$ cat src/rtl/mem_access_unit.sv
// mem_access_unit: memory-stage load/store unit driving a valid/ready bus and formatting load/store data
module mem_access_unit #(
  parameter int DATA_WIDTH = 32,
  parameter int ADDR_WIDTH = 32
) (
  input  logic                  clk,
  input  logic                  rst_n,
  input  logic                  req_valid,
  input  logic                  mem_read,
  input  logic                  mem_write,
  input  logic [2:0]            funct3,
  input  logic [ADDR_WIDTH-1:0] addr,
  input  logic [DATA_WIDTH-1:0] store_data,
  output logic                  stall,
  output logic [DATA_WIDTH-1:0] mem_data,
  output logic                  load_valid,
  output logic                  fault,
  output logic                  bus_req_valid,
  input  logic                  bus_req_ready,
  output logic                  bus_we,
  output logic [ADDR_WIDTH-1:0] bus_addr,
  output logic [DATA_WIDTH-1:0] bus_wdata,
  output logic [3:0]            bus_wstrb,
  input  logic                  bus_rsp_valid,
  input  logic [DATA_WIDTH-1:0] bus_rdata
);
  typedef enum logic [1:0] {IDLE, REQ, RESP, DONE} state_t;
  state_t state_q, state_d;
  logic [ADDR_WIDTH-1:0] addr_q, addr_d;
  logic [1:0] off_q, off_d;
  logic [2:0] f3_q, f3_d;
  logic we_q, we_d;
  logic [DATA_WIDTH-1:0] wdata_q, wdata_d, mem_data_q, mem_data_d;
  logic [3:0] wstrb_q, wstrb_d;
  logic start, bad;
  logic [DATA_WIDTH-1:0] wdata_fmt, shifted, ld_fmt;
  logic [3:0] wstrb_fmt;
  assign start = req_valid & (mem_read | mem_write);
  assign bad = (mem_read & mem_write) | (funct3[1:0] == 2'b11) | (funct3 == 3'b110) |
               (mem_write & funct3[2]) | ((funct3[1:0] == 2'b01) & addr[0]) |
               ((funct3[1:0] == 2'b10) & (|addr[1:0]));
  assign wdata_fmt = (funct3[1:0] == 2'b00) ? {4{store_data[7:0]}} :
                     (funct3[1:0] == 2'b01) ? {2{store_data[15:0]}} : store_data;
  assign wstrb_fmt = !mem_write ? 4'b0000 :
                     (funct3[1:0] == 2'b00) ? (4'b0001 << addr[1:0]) :
                     (funct3[1:0] == 2'b01) ? (addr[1] ? 4'b1100 : 4'b0011) : 4'b1111;
  assign shifted = bus_rdata >> {off_q, 3'b000};
  assign ld_fmt = (f3_q[1:0] == 2'b00) ? {{(DATA_WIDTH-8){~f3_q[2] & shifted[7]}}, shifted[7:0]} :
                  (f3_q[1:0] == 2'b01) ? {{(DATA_WIDTH-16){~f3_q[2] & shifted[15]}}, shifted[15:0]} :
                  bus_rdata;
  assign bus_req_valid = (state_q == REQ);
  assign bus_we = we_q;
  assign bus_addr = addr_q;
  assign bus_wdata = wdata_q;
  assign bus_wstrb = wstrb_q;
  assign mem_data = mem_data_q;
  // next-state, request capture and handshake outputs
  always_comb begin
    state_d = state_q;
    addr_d = addr_q;
    off_d = off_q;
    f3_d = f3_q;
    we_d = we_q;
    wdata_d = wdata_q;
    wstrb_d = wstrb_q;
    mem_data_d = mem_data_q;
    stall = 1'b0;
    fault = 1'b0;
    load_valid = 1'b0;
    case (state_q)
      IDLE: begin
        if (start && bad) fault = 1'b1;
        else if (start) begin
          stall = 1'b1;
          state_d = REQ;
          addr_d = {addr[ADDR_WIDTH-1:2], 2'b00};
          off_d = addr[1:0];
          f3_d = funct3;
          we_d = mem_write;
          wdata_d = mem_write ? wdata_fmt : '0;
          wstrb_d = wstrb_fmt;
        end
      end
      REQ: begin
        stall = 1'b1;
        if (bus_req_ready) state_d = we_q ? DONE : RESP;
      end
      RESP: begin
        stall = 1'b1;
        if (bus_rsp_valid) begin
          mem_data_d = ld_fmt;
          state_d = DONE;
        end
      end
      DONE: begin
        load_valid = ~we_q;
        state_d = IDLE;
      end
      default: state_d = IDLE;
    endcase
  end
  // state and captured request/response registers
  always_ff @(posedge clk or negedge rst_n) begin
    if (!rst_n) begin
      state_q <= IDLE;
      addr_q <= '0;
      off_q <= '0;
      f3_q <= '0;
      we_q <= 1'b0;
      wdata_q <= '0;
      wstrb_q <= '0;
      mem_data_q <= '0;
    end else begin
      state_q <= state_d;
      addr_q <= addr_d;
      off_q <= off_d;
      f3_q <= f3_d;
      we_q <= we_d;
      wdata_q <= wdata_d;
      wstrb_q <= wstrb_d;
      mem_data_q <= mem_data_d;
    end
  end
endmodule

$ cat config.mk
export PLATFORM = sky130hd
export DESIGN_NAME = mem_access_unit
export DESIGN_NICKNAME = d
export VERILOG_FILES = /design/src/rtl/mem_access_unit.sv
export SDC_FILE = /design/constraint.sdc
export NUM_CORES = 1
export LEC_CHECK = 0
export CORE_MARGIN = 2
export CORE_UTILIZATION = 30
export CTS_BUF_LIST = sky130_fd_sc_hd__clkbuf_4
export CTS_CLUSTER_SIZE = 20
export DETAILED_ROUTE_END_ITERATION = 10
export PLACE_DENSITY = 0.64
export SETUP_SLACK_MARGIN = 0.3
export SKIP_LAST_GASP = 1
export SLEW_MARGIN = 30
export SYNTH_ARGS = -nofsm -noshare
export SYNTH_HDL_FRONTEND = slang
export SYNTH_SLANG_ARGS = --single-unit
$ cat constraint.sdc
create_clock -name clk -period 1.8 [get_ports clk]
set_clock_uncertainty 0.15 [all_clocks]
set_input_delay 0.18 -clock clk [delete_from_list [all_inputs] [get_ports clk]]
set_output_delay 0.18 -clock clk [all_outputs]
set_load 0.01 [all_outputs]
==> impl_metrics.py, run 1 <==
# Flow results
metrics = {
    "run_status": {
        "status": "complete, but fails checks",
        "violations": "setup timing",
    },
    "cts": {
        "clock_latency_ns": 0.46,
        "cts_tree": "built",
        "clk_pin_slew_ns": 0.16,
    },
    "placement": {
        "dpl-instance-area_um2": 7770,
        "gp_congestion": 0.895,
        "port_buffers": 208,
    },
    "logic_synthesis": {
        "synthMuxAreaShare": 0.155,
        "yosysMostFrequentCell": "dfrtp_1",
        "area_leaders": "dfrtp_1 (51%), mux2_4 (6.4%), mux2i_1 (5.8%)",
        "simple_gate_area_frac": 0.140,
        "common_cells": "dfrtp_1 (106), nand2_1 (77), o21ai_0 (35)",
        "ys_seq_share": 0.514,
        "xor_area_frac": 0,
        "ys_chip_area_um2": 5160,
        "avgSynthCellArea_um2": 10.4,
        "ys_types": 41,
        "ff_type": "dfrtp_1",
    },
    "global_route": {
        "grt.met2_usage": 0.311,
        "grtUsageMet3": 0.0520,
        "antenna_found_initial": 0,
    },
    "final_layout": {
        "final-comb-area_um2": 2710,
        "antennaDiodeCount": 0,
        "nonClkBufAreaFrac": 0.332,
        "comb-cell-share": 0.310,
        "area_dominant_class": "non-clock buffers",
        "nNetsFinal": 878,
        "seq_area_um2": 2650,
        "layout-drive-gt1-share": 0.337,
        "fin_cells": 991,
    },
    "critical_path": {
        "cp_num_cells": 7,
        "path_class": "flop to flop",
        "end_kind": "flop",
        "worstPathRequired_ns": 2.02,
        "reg2reg_depth": 7,
        "cp_top_family": "buffers and inverters",
        "cp_data_arrival_time_ns": 2.24,
    },
    "run": {
        "maxCapViolCount": 0,
    },
    "timing": {
        "rsz0062_at_grt": "yes",
        "min_period_ns": 2.02,
        "setup_violations": 71,
        "worst_pin_slew_ns": 0.567,
        "slew_viol_final": 0,
        "fin_ws_ns": -0.216,
        "max_slew_margin": 0.622,
        "hold_slack_ns": 0.0632,
    },
    "drt": {
        "firstDrtPassIters": 7,
        "dr.first_iter.drc_count": 226,
        "met3_wirelength_um": 1480,
        "drt-met1-wl_um": 7220,
    },
    "die": {
        "io_pins": 211,
        "fp-utilization": 0.309,
        "die_area_um2": 18300,
    },
    "power": {
        "peakVddDrop_mv": 0.591,
        "p_seq_frac": 0.336,
        "p_leak_nw": 4.31,
    },
}
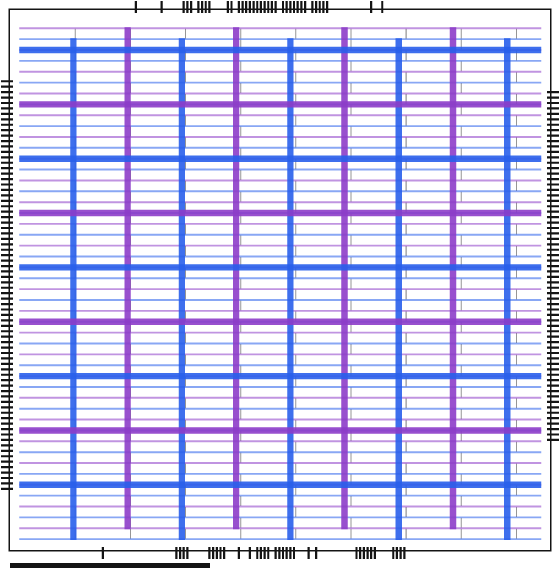
*PDN straps and rails, run 1*
The bar under the picture is 50 µm long. Pins as bars on the die edge. Tap cells in grey.
[VSS] blue
[VDD] purple
met4 straps: 9
rows: 47
met5 straps: 9
met1 rails: 48
tap cells: 220
die height: 135 µm
Die W: 135 µm
core area: 16700 µm²

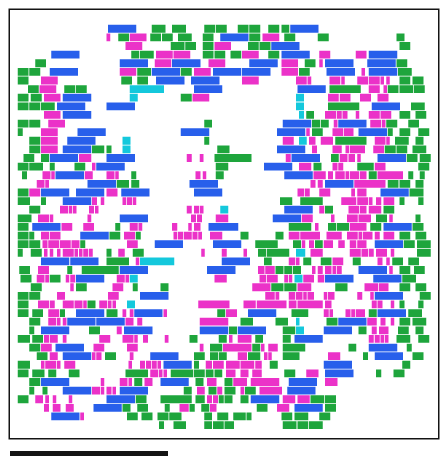
*Cells coloured by class, run 1*
The bar under the picture is 50 µm long.
[clock drivers and dummy loads] cyan | cells: 16 | share of their area: 1.9%
[other buffers and delay cells] green | cells: 293 | share of their area: 34%
[combinational and other logic] magenta | cells: 356 | share of their area: 32%
[flops] blue | cells: 106 | share of their area: 31%
site row count: 47
cell area after layout: 8730 µm²
Final Util: 0.523
flop share of the area: 0.304

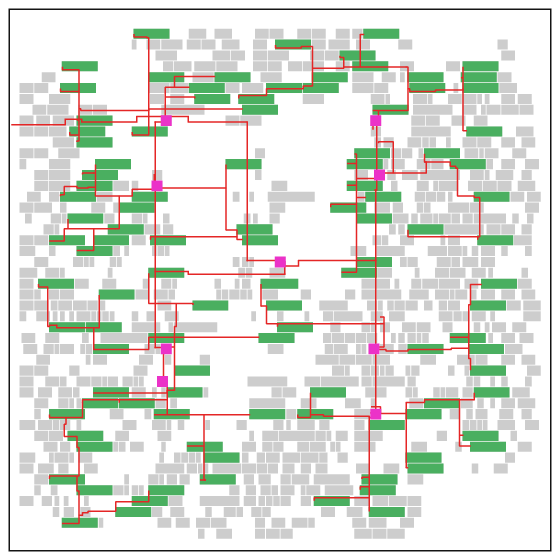
*Clock network drawn from the DEF, run 1*
[clock drivers] magenta | count: 9
[clock wires] red | length: 1410 µm
[flip-flops] green | count: 106
flops lie: spread over the die
clk pwr: 1.41 mW
Clk pwr share: 0.116

## Run 2: what changed since run 1
--- a/config.mk
+++ b/config.mk
@@ -6,11 +6,11 @@
 export NUM_CORES = 1
 export LEC_CHECK = 0
 export CORE_MARGIN = 2
-export CORE_UTILIZATION = 30
+export CORE_UTILIZATION = 35
 export CTS_BUF_LIST = sky130_fd_sc_hd__clkbuf_4
 export CTS_CLUSTER_SIZE = 20
 export DETAILED_ROUTE_END_ITERATION = 10
-export PLACE_DENSITY = 0.64
+export PLACE_DENSITY = 0.72
 export SETUP_SLACK_MARGIN = 0.3
 export SKIP_LAST_GASP = 1
 export SLEW_MARGIN = 30
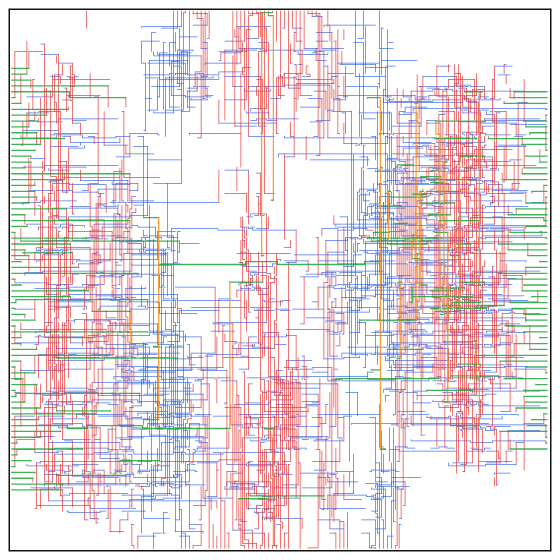
*Wiring by layer, run 2*
[metal 2] red | wire length: 9460 µm
[metal 4] orange | wire length: 646 µm
[metal 3] green | wire length: 1600 µm
[metal 1] blue | wire length: 7190 µm
WL/cell: 19.1 µm
WL final: 18900 µm

==> run 2 against run 1 <==
Against the previous run: the run still ends with setup timing left; core utilization increased by 8.9 points; routed wire length is 6.6% higher; critical endpoint is now bus_wdata[26]; global-route usage increased by 4.0 points; synthesized cell count is the same; die area is 14% lower; combinational power is 7.5% higher; sequential share of layout area fell by 0.41 points; count of clock-buffer cells in the layout is 2 lower; first-iteration DRC count rose by 66%; hold slack improved by 0.033 ns; largest power group unchanged; non-clock buffer count is 35 higher.
==> impl_metrics.py, run 2 <==
# Flow results
metrics = {
    "run_status": {
        "status": "complete, but fails checks",
        "violations": "setup timing",
    },
    "cts": {
        "clk_pin_slew_ns": 0.16,
        "cts_resized": 340,
        "cts_tree": "built",
        "ctsLongestPathBuffers": 2,
        "clock_latency_ns": 0.49,
        "htree_levels": 3,
    },
    "placement": {
        "gp_congestion": 0.916,
        "dpl-instance-area_um2": 7760,
        "port_buffers": 208,
        "dp_cells": 892,
    },
    "timing": {
        "worst_pin_slew_ns": 0.584,
        "rsz0062_at_grt": "yes",
        "setup_violations": 100,
        "slew_viol_final": 0,
        "fin_ws_ns": -0.252,
        "max_slew_margin": 0.610,
        "min_period_ns": 2.05,
        "hold_slack_ns": 0.0958,
    },
    "logic_synthesis": {
        "area_leaders": "dfrtp_1 (51%), mux2_4 (6.4%), mux2i_1 (5.8%)",
        "synthMuxAreaShare": 0.155,
        "ff_type": "dfrtp_1",
        "yosysMostFrequentCell": "dfrtp_1",
        "common_cells": "dfrtp_1 (106), nand2_1 (77), o21ai_0 (35)",
        "avgSynthCellArea_um2": 10.4,
        "netlist_instances": 496,
        "ys_chip_area_um2": 5160,
        "synth_top_area_share": 0.514,
        "ys_seq_share": 0.514,
        "xor_area_frac": 0,
        "simple_gate_area_frac": 0.140,
    },
    "run": {
        "maxCapViolCount": 0,
    },
    "critical_path": {
        "slowest_stage": "dfrtp_1",
        "worstSetupStartpoint": "state_q[0]",
        "worstPathRequired_ns": 2.04,
        "cp_top_family": "buffers and inverters",
        "path_class": "flop to flop",
        "end_kind": "flop",
        "reg2reg_depth": 8,
        "cp_data_arrival_time_ns": 2.29,
        "cp_num_cells": 8,
    },
    "drt": {
        "firstDrtPassIters": 5,
        "dr.first_iter.drc_count": 376,
        "top_layer": "met4",
        "met3_wirelength_um": 1600,
        "drt-met1-wl_um": 7190,
    },
    "power": {
        "p_seq_frac": 0.328,
        "clkPwrFrac": 0.098,
        "peakVddDrop_mv": 0.868,
        "p_clk_mw": 1.22,
        "p_leak_nw": 4.29,
    },
    "final_layout": {
        "nonClkBufAreaFrac": 0.349,
        "post-route-util": 0.612,
        "antennaDiodeCount": 0,
        "layout-drive-gt1-share": 0.400,
        "final-comb-area_um2": 2720,
        "nNetsFinal": 913,
        "area_dominant_class": "non-clock buffers",
        "seq_area_frac": 0.300,
        "comb-cell-share": 0.307,
        "fin_cells": 990,
        "seq_area_um2": 2660,
    },
    "die": {
        "die_h_um": 125,
        "io_pins": 211,
        "num_rows": 44,
        "die_area_um2": 15700,
        "fp-utilization": 0.356,
        "fp.dieW_um": 125,
        "core-area_um2": 14500,
    },
    "global_route": {
        "antenna_found_initial": 0,
        "grt_pass1_wl_um": 28700,
    },
}
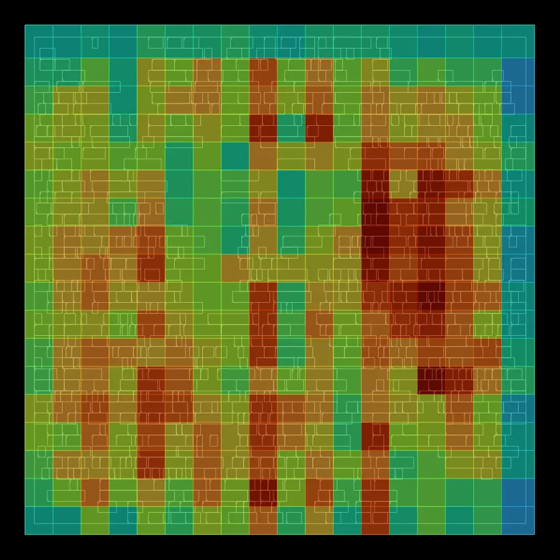
*Congestion heat map, run 2*
GR Util met3: 0.0595
gr busiest metal: met2
total track usage: 0.229
met2 usage: 0.392

## Run 3: what changed since run 2
--- a/config.mk
+++ b/config.mk
@@ -10,7 +10,7 @@
 export CTS_BUF_LIST = sky130_fd_sc_hd__clkbuf_4
 export CTS_CLUSTER_SIZE = 20
 export DETAILED_ROUTE_END_ITERATION = 10
-export PLACE_DENSITY = 0.72
+export PLACE_DENSITY = 0.69
 export SETUP_SLACK_MARGIN = 0.3
 export SKIP_LAST_GASP = 1
 export SLEW_MARGIN = 30
==> constraint.sdc (replaced) <==
create_clock -name clk -period 1.9 [get_ports clk]
set_clock_uncertainty 0.15 [all_clocks]
set_input_delay 0.19 -clock clk [delete_from_list [all_inputs] [get_ports clk]]
set_output_delay 0.19 -clock clk [all_outputs]
set_load 0.01 [all_outputs]
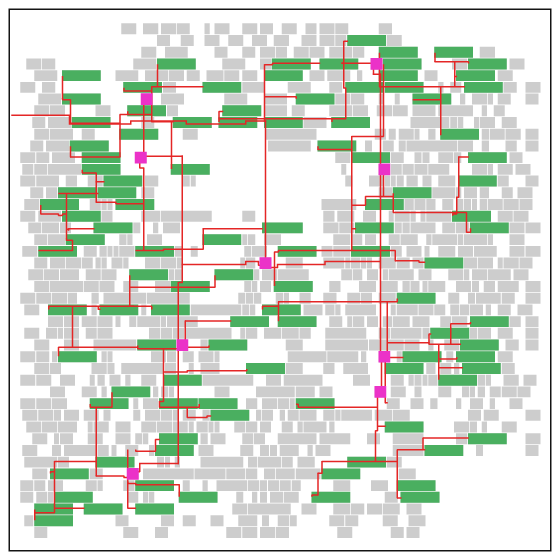
*Clock network drawn from the DEF, run 3*
[clock drivers] magenta | count: 9
[flip-flops] green | count: 106
[clock wires] red | length: 1380 µm
flops lie: spread over the die
clk_lat worst skew: 0.50 ns
Clk pwr share: 0.106
clk pwr: 1.27 mW

==> run 3 against run 2 <==
Against the previous run: largest power group unchanged; combinational power is 4.2% lower; the run still ends with setup timing left; synthesized area stayed put; largest cell class unchanged; routed wire length down 2.4%; core utilization is 2.2 points higher; maximum frequency decreased by 2.1%; global-route usage fell by 0.097 points.
==> impl_metrics.py, run 3 <==
# Flow results
metrics = {
    "run_status": {
        "status": "complete, but fails checks",
        "violations": "setup timing",
    },
    "timing": {
        "setup_violations": 71,
        "max_slew_margin": 0.608,
        "hold_slack_ns": 0.0268,
        "fin_ws_ns": -0.196,
        "slew_viol_final": 0,
    },
    "final_layout": {
        "seq_area_um2": 2650,
        "layout-drive-gt1-share": 0.319,
        "seq_area_frac": 0.289,
        "nNetsFinal": 900,
        "fin_cells": 977,
    },
    "logic_synthesis": {
        "netlist_instances": 496,
        "yosysMostFrequentCell": "dfrtp_1",
        "simple_gate_area_frac": 0.140,
        "xor_area_frac": 0,
        "ys_seq_share": 0.514,
        "ff_type": "dfrtp_1",
        "common_cells": "dfrtp_1 (106), nand2_1 (77), o21ai_0 (35)",
        "synthMuxAreaShare": 0.155,
        "avgSynthCellArea_um2": 10.4,
        "area_leaders": "dfrtp_1 (51%), mux2_4 (6.4%), mux2i_1 (5.8%)",
    },
    "placement": {
        "dp_cells": 893,
        "dpl-instance-area_um2": 7790,
        "port_buffers": 208,
    },
    "critical_path": {
        "slowest_stage": "dfrtp_1",
        "worstSetupStartpoint": "state_q[0]",
        "end_kind": "flop",
        "cp_num_cells": 8,
        "cp_top_family": "buffers and inverters",
    },
    "power": {
        "p_leak_nw": 4.43,
        "peakVddDrop_mv": 0.591,
        "p_seq_frac": 0.320,
    },
    "die": {
        "core-area_um2": 14500,
        "io_pins": 211,
        "die_h_um": 125,
        "num_rows": 44,
    },
    "global_route": {
        "antenna_found_initial": 0,
    },
    "drt": {
        "drt-met1-wl_um": 7050,
        "dr.first_iter.drc_count": 385,
        "met3_wirelength_um": 1530,
        "firstDrtPassIters": 5,
    },
    "cts": {
        "htree_levels": 3,
        "cts_resized": 209,
        "cts_tree": "built",
    },
}
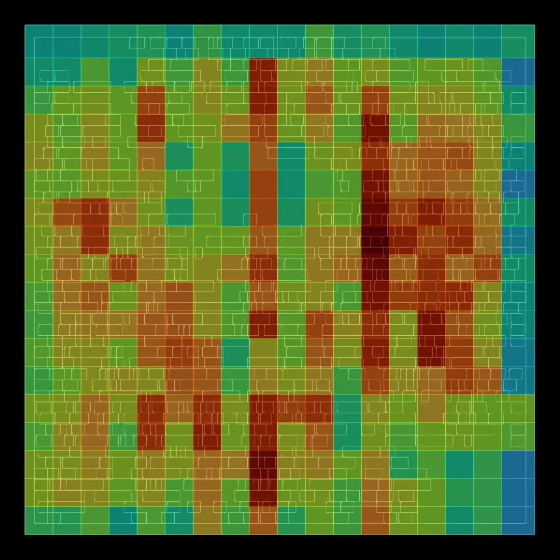
*Congestion heat map, run 3*
GR Util met3: 0.0668
total track usage: 0.228
met1 GRT Util: 0.270
met2 usage: 0.387
WL/cell: 18.9 µm

Power and IR drop assume default switching activity.
